### src/rtl/load_store_unit.sv
// RV32I load/store unit: byte/halfword/word accesses over a word-wide data memory.
// Optional LSU_BOUNDS_CHECK_EN flags requests beyond DEPTH_WORDS as errors.
module load_store_unit #(
   parameter int unsigned DEPTH_WORDS = 64
) (
   input  logic        clk,
   input  logic        rst_n,
   input  logic        req_valid,
   output logic        req_ready,
   input  logic        req_we,
   input  logic [2:0]  req_funct3,
   input  logic [31:0] req_addr,
   input  logic [31:0] req_wdata,
   output logic        rsp_valid,
   output logic [31:0] rsp_rdata,
   output logic        rsp_err,
   output logic        mem_we,
   output logic [31:0] mem_addr,
   output logic [31:0] mem_wd,
   input  logic [31:0] mem_rd
);

   localparam logic [2:0] F3_B  = 3'b000;
   localparam logic [2:0] F3_H  = 3'b001;
   localparam logic [2:0] F3_W  = 3'b010;
   localparam logic [2:0] F3_BU = 3'b100;
   localparam logic [2:0] F3_HU = 3'b101;

`ifdef LSU_BOUNDS_CHECK_EN
   localparam bit BOUNDS_EN = 1'b1;
`else
   localparam bit BOUNDS_EN = 1'b0;
`endif

   typedef enum logic [2:0] {
      S_IDLE  = 3'd0,
      S_LOAD  = 3'd1,
      S_MERGE = 3'd2,
      S_WRITE = 3'd3,
      S_RESP  = 3'd4
   } state_t;

   state_t      r_state;
   state_t      w_next;

   logic [2:0]  r_funct3;
   logic [31:0] r_addr;
   logic [31:0] r_wd;
   logic [31:0] r_rdata;
   logic        r_err;

   logic        w_accept;
   logic        w_illegal;
   logic        w_misalign;
   logic        w_oob;
   logic        w_req_err;
   logic [7:0]  w_byte;
   logic [15:0] w_half;
   logic [31:0] w_load_data;
   logic [31:0] w_merged;

   assign w_accept = req_valid & req_ready;

   // Request legality: loads accept the unsigned variants, stores do not
   always_comb begin
      w_illegal = 1'b1;
      case (req_funct3)
         F3_B, F3_H, F3_W: w_illegal = 1'b0;
         F3_BU, F3_HU:     w_illegal = req_we;
         default:          w_illegal = 1'b1;
      endcase
   end

   assign w_misalign = ((req_funct3[1:0] == 2'b01) & req_addr[0]) |
                       ((req_funct3[1:0] == 2'b10) & (req_addr[1:0] != 2'b00));
   assign w_oob      = BOUNDS_EN & ({2'b00, req_addr[31:2]} >= 32'(DEPTH_WORDS));
   assign w_req_err  = w_illegal | w_misalign | w_oob;

   always_ff @(posedge clk or negedge rst_n) begin
      if (!rst_n) r_state <= S_IDLE;
      else        r_state <= w_next;
   end

   always_comb begin
      w_next = r_state;
      case (r_state)
         S_IDLE: begin
            if (w_accept) begin
               if (w_req_err)                     w_next = S_RESP;
               else if (!req_we)                  w_next = S_LOAD;
               else if (req_funct3[1:0] == 2'b10) w_next = S_WRITE;
               else                               w_next = S_MERGE;
            end
         end
         S_LOAD:  w_next = S_RESP;
         S_MERGE: w_next = S_WRITE;
         S_WRITE: w_next = S_RESP;
         S_RESP:  w_next = S_IDLE;
         default: w_next = S_IDLE;
      endcase
   end

   // Handshake and memory strobe decoded straight from the state register
   always_comb begin
      req_ready = 1'b0;
      mem_we    = 1'b0;
      rsp_valid = 1'b0;
      rsp_err   = 1'b0;
      case (r_state)
         S_IDLE:  req_ready = 1'b1;
         S_WRITE: mem_we    = 1'b1;
         S_RESP: begin
            rsp_valid = 1'b1;
            rsp_err   = r_err;
         end
         default: ;
      endcase
   end

   // Little-endian lane selection for loads
   always_comb begin
      w_byte = mem_rd[7:0];
      case (r_addr[1:0])
         2'd0: w_byte = mem_rd[7:0];
         2'd1: w_byte = mem_rd[15:8];
         2'd2: w_byte = mem_rd[23:16];
         2'd3: w_byte = mem_rd[31:24];
         default: w_byte = mem_rd[7:0];
      endcase
   end

   assign w_half = r_addr[1] ? mem_rd[31:16] : mem_rd[15:0];

   always_comb begin
      w_load_data = 32'd0;
      case (r_funct3)
         F3_B:    w_load_data = {{24{w_byte[7]}}, w_byte};
         F3_H:    w_load_data = {{16{w_half[15]}}, w_half};
         F3_W:    w_load_data = mem_rd;
         F3_BU:   w_load_data = {24'd0, w_byte};
         F3_HU:   w_load_data = {16'd0, w_half};
         default: w_load_data = 32'd0;
      endcase
   end

   // Sub-word store: overlay the new lanes on the word just read
   always_comb begin
      w_merged = mem_rd;
      if (r_funct3[1:0] == 2'b00) begin
         case (r_addr[1:0])
            2'd0: w_merged[7:0]   = r_wd[7:0];
            2'd1: w_merged[15:8]  = r_wd[7:0];
            2'd2: w_merged[23:16] = r_wd[7:0];
            2'd3: w_merged[31:24] = r_wd[7:0];
            default: w_merged = mem_rd;
         endcase
      end else if (r_addr[1]) begin
         w_merged[31:16] = r_wd[15:0];
      end else begin
         w_merged[15:0] = r_wd[15:0];
      end
   end

   always_ff @(posedge clk or negedge rst_n) begin
      if (!rst_n) begin
         r_funct3 <= 3'd0;
         r_addr   <= 32'd0;
         r_wd     <= 32'd0;
         r_rdata  <= 32'd0;
         r_err    <= 1'b0;
      end else begin
         case (r_state)
            S_IDLE: begin
               if (w_accept) begin
                  r_funct3 <= req_funct3;
                  r_addr   <= req_addr;
                  r_wd     <= req_wdata;
                  r_rdata  <= 32'd0;
                  r_err    <= w_req_err;
               end
            end
            S_LOAD:  r_rdata <= w_load_data;
            S_MERGE: r_wd    <= w_merged;
            default: ;
         endcase
      end
   end

   assign mem_addr  = {r_addr[31:2], 2'b00};
   assign mem_wd    = r_wd;
   assign rsp_rdata = r_rdata;

endmodule

### config.mk
export PLATFORM = sky130hd
export DESIGN_NAME = load_store_unit
export DESIGN_NICKNAME = d
export VERILOG_FILES = /design/src/rtl/load_store_unit.sv
export SDC_FILE = /design/constraint.sdc
export NUM_CORES = 1
export LEC_CHECK = 0
export ABC_AREA = 1
export CELL_PAD_IN_SITES_DETAIL_PLACEMENT = 1
export CELL_PAD_IN_SITES_GLOBAL_PLACEMENT = 2
export CORE_UTILIZATION = 24
export CTS_CLUSTER_SIZE = 20
export DETAILED_ROUTE_END_ITERATION = 10
export PLACE_DENSITY_LB_ADDON = 0.1
export SYNTH_ARGS = -nofsm -noshare
export SYNTH_HDL_FRONTEND = slang
export SYNTH_SLANG_ARGS = --single-unit
### constraint.sdc
create_clock -name clk -period 1.9 [get_ports clk]
set_input_delay 0.19 -clock clk [delete_from_list [all_inputs] [get_ports clk]]
set_output_delay 0.19 -clock clk [all_outputs]
set_load 0.1 [all_outputs]
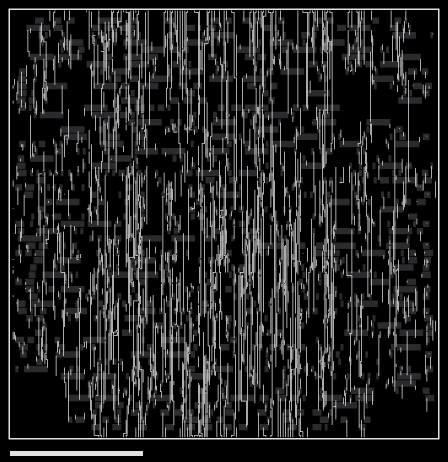
layer_met2.png
Bar = 50 microns.
share of all routed wire: 47%
wire length on this layer: 10900 microns
main direction: vertical
nets with wire on the layer: 911
longest straight run: 61.5 microns

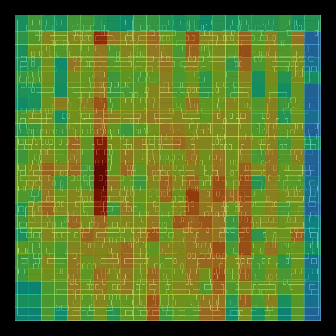
congestion.png
GRT busiest layer: met2
GRT met1 Usage: 0.267
wire per inst: 17.1 microns
Total GRT Usage: 0.187

==> flow_summary.toml <==
# implementation run metrics
[place]
dpl_cell_area_sq_um = 8030
port_buffers = 200
place_congestion = 0.743
hpwl_microns = 17900
pre_cts_slack_ns = 0.106

[sta]
fin_setup_tns_ns = 0
tightestPinTransition_ns = 0.752
relSlewSlack = 0.498
rsz0062_at_grt = "no"
fmax_mhz = 565
final.min_clock_period_ns = 1.77
slew_violations = 0
period_used_share = 0.932
finalSetupViolCount = 0
fin_ws_ns = 0.130
hold_viol = 0
finalClockSkew_ns = 0.0138

[synth]
synth_warnings = 0
compound_area_frac = 0.116
synth_cells = 867
edf_count = 0
ys_sh_xor = 0
numSynthFlops = 103
simple_gate_area_frac = 0.328
async_reset_ff_frac = 1.00
synth_seq_share = 0.428
synthFlopType = "dfrtp_1"
ys_types = 27
yosys.area_share.adder = 0
top_logic_kind = "simple AND/OR/NAND/NOR gates"
yosys.area.top_type = "dfrtp_1"
synth.area.top_cells = "dfrtp_1, nand2_1, o21ai_0"
avgSynthCellArea_sq_um = 6.94
syn_area_sq_um = 6020
ys_chip_area_sq_um = 6020
netlist.area_leader.share = 0.428
yosys_cells = 867
mux_area_frac = 0

[clocking]
cts_tree = "yes"
clk_pin_slew_worst_paths_ns = 0.08
numCtsBuffers = 9
cts_root_buf = "clkbuf_16"
postCtsSetupBuffers = 0
cts_sinks = 103
clk_latency_ns = 0.37
clock_path_buffers = 2
htree_levels = 3

[cells_and_area]
final_core_util = 0.341
n_antenna_cell = 0
drive_above_1_share = 0.168
area_growth_pct = 38.4
fin_area_sq_um = 8330
nFillCells = 3029
num-nets-final = 1135

[floorplan]
initial_core_util = 0.246
dieHeight_microns = 160
dieArea_sq_um = 25700
die_x_microns = 160
core_area_sq_um = 24500
fp-row-count = 57
ioPinCount = 203

[critical_path]
worstSetupPathType = "reg -> out"
r2r-start = "r_funct3[1]$_DFFE_PN0P_"
cp.required_ns = 1.71
cp.arrival_ns = 1.58
r2r_slack_ns = 0.24
cp-end-kind = "output pin"
crit_path_start_kind = "flip-flop"
reg2reg_to = "mem_wd[2]$_DFFE_PN0P_"
crit_fanout = 7
ff2ff_path_depth = 5

[route]
drt_wl_total_microns = 23200
drt-initial-drc-count = 291
vias_per_cell = 4.39
vias = 5976
first_pass_iters = 4
drtAntennaViolNets = 0
route.detailed.drc = 0

[run_status]
status = "completed"

[worst_hold_path]
hold_path_class = "in -> async"

[global_route]
grt_overflow = 0
grt_pass1_vias = 6246
antenna_found_initial = 0
grt_max_degree = 49
grt_pass1_wl_microns = 37100

[job]
warning_count = 27
drv_cap = 0
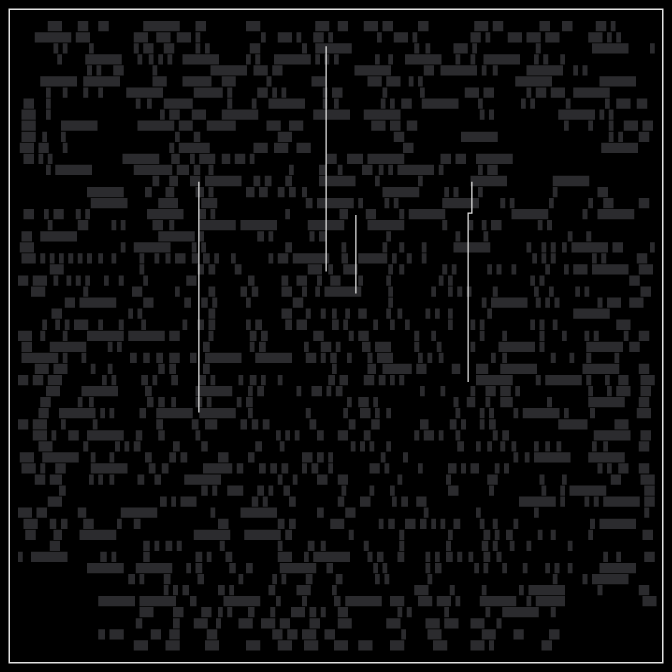
layer_met4.png
share of all routed wire: 0.78%
nets with wire on the layer: 2
main direction: vertical
wire length on this layer: 180 microns

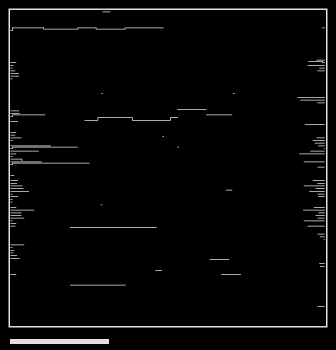
layer_met3.png
Bar = 50 microns.
longest straight run: 43.7 microns
wire length on this layer: 759 microns

==> critical path, stage by stage (launching register included) <==
cell and delay (ns):
dfrtp_1 0.49, buf_4 0.20, nor4_4 0.31, buf_12 0.21
==> registers in the layout, summed over array words and instances, names as in the netlist <==
name and flops:
mem_wd 32, r_addr 32, rsp_rdata 32, r_funct3 3, r_state 3, r_err 1
==> what timing repair did <==
action,4_1_cts,5_1_grt
gates resized,0,2
endpoints found under the setup margin,0,15
hold buffers,1,0
hold endpoints to repair,23,0
==> layout by cell type (no fill, tap or decap), drive strengths merged <==
| cell | n |
|---|---|
| clkinvlp | 1 |
| inv | 67 |
| o21ai | 74 |
| clkdlybuf4s50 | 101 |
| o211ai | 15 |
| conb | 2 |
| a2bb2oi | 1 |
| clkinv | 1 |
| nor2 | 78 |
| dlygate4sd3 | 1 |
| nor4 | 1 |
| or2 | 2 |
| nand4 | 9 |
| buf | 130 |
| a21oi | 38 |
| nor3 | 2 |
| nand3 | 33 |
| nand2 | 366 |
| dfrtp | 103 |
| a21boi | 2 |
| clkbuf | 10 |
==> how the worst max path moves through the flow <==
stage | start | end | slack (ns) | depth (start not counted)
5_1_grt | r_state[1]$_DFFE_PN0N_ | rsp_rdata[3]$_DFFE_PN0P_ | 0.005 | 6
4_1_cts | r_state[1]$_DFFE_PN0N_ | rsp_err | 0.09 | 3
3_5_place_dp | req_valid | rsp_rdata[2]$_DFFE_PN0P_ | 0.11 | 6
6_report | r_state[1]$_DFFE_PN0N_ | rsp_err | 0.13 | 3
2_1_floorplan | r_state[1]$_DFFE_PN0N_ | rsp_valid | -0.04 | 2
3_3_place_gp | r_funct3[1]$_DFFE_PN0P_ | mem_wd[2]$_DFFE_PN0P_ | 0.15 | 5
==> Yosys cell counts (3+ instances only) <==
library cell  instances
nor2_1               70
nand2_2               5
a21oi_1              38
buf_4                38
nor2_4                3
inv_1                57
nand2_1             360
buf_6                 4
clkbuf_1              9
o21ai_1              11
nand3_1              33
nor2_2                5
buf_2                25
o21ai_0              62
o211ai_1             15
dfrtp_1             103
nand4_1               9
clkbuf_8              3
inv_2                 6
==> through the flow <==
stage / std cells / hold slack (ns)
final: 1361 / 0.284
after global routing: 1361 / 0.307
after CTS: 1361 / 0.292
after detailed placement: 1344 / 0.137
after global placement: 1344 / 0.136
after floorplan: 868 / -0.106
==> cell type report <==
class / count / area (sq um) / share of cell area
clock buffers: 10 / 239 / 0.0287
clock inverters: 6 / 50.0 / 0.00601
inverters: 63 / 236 / 0.0284
multi-input cells: 623 / 2710 / 0.326
flip-flops and latches: 103 / 2580 / 0.310
well taps: 324 / 405 / 0.0487
repair buffers: 232 / 2110 / 0.253
==> layer usage <==
layer	GRT usage	routed length, microns	vias to the layer above
met2	0.299	10900	108
met3	0.0274	758	11
li1	-	-	3012
met4	0.0351	180	0
met5	0	0	-
met1	0.267	11400	2845
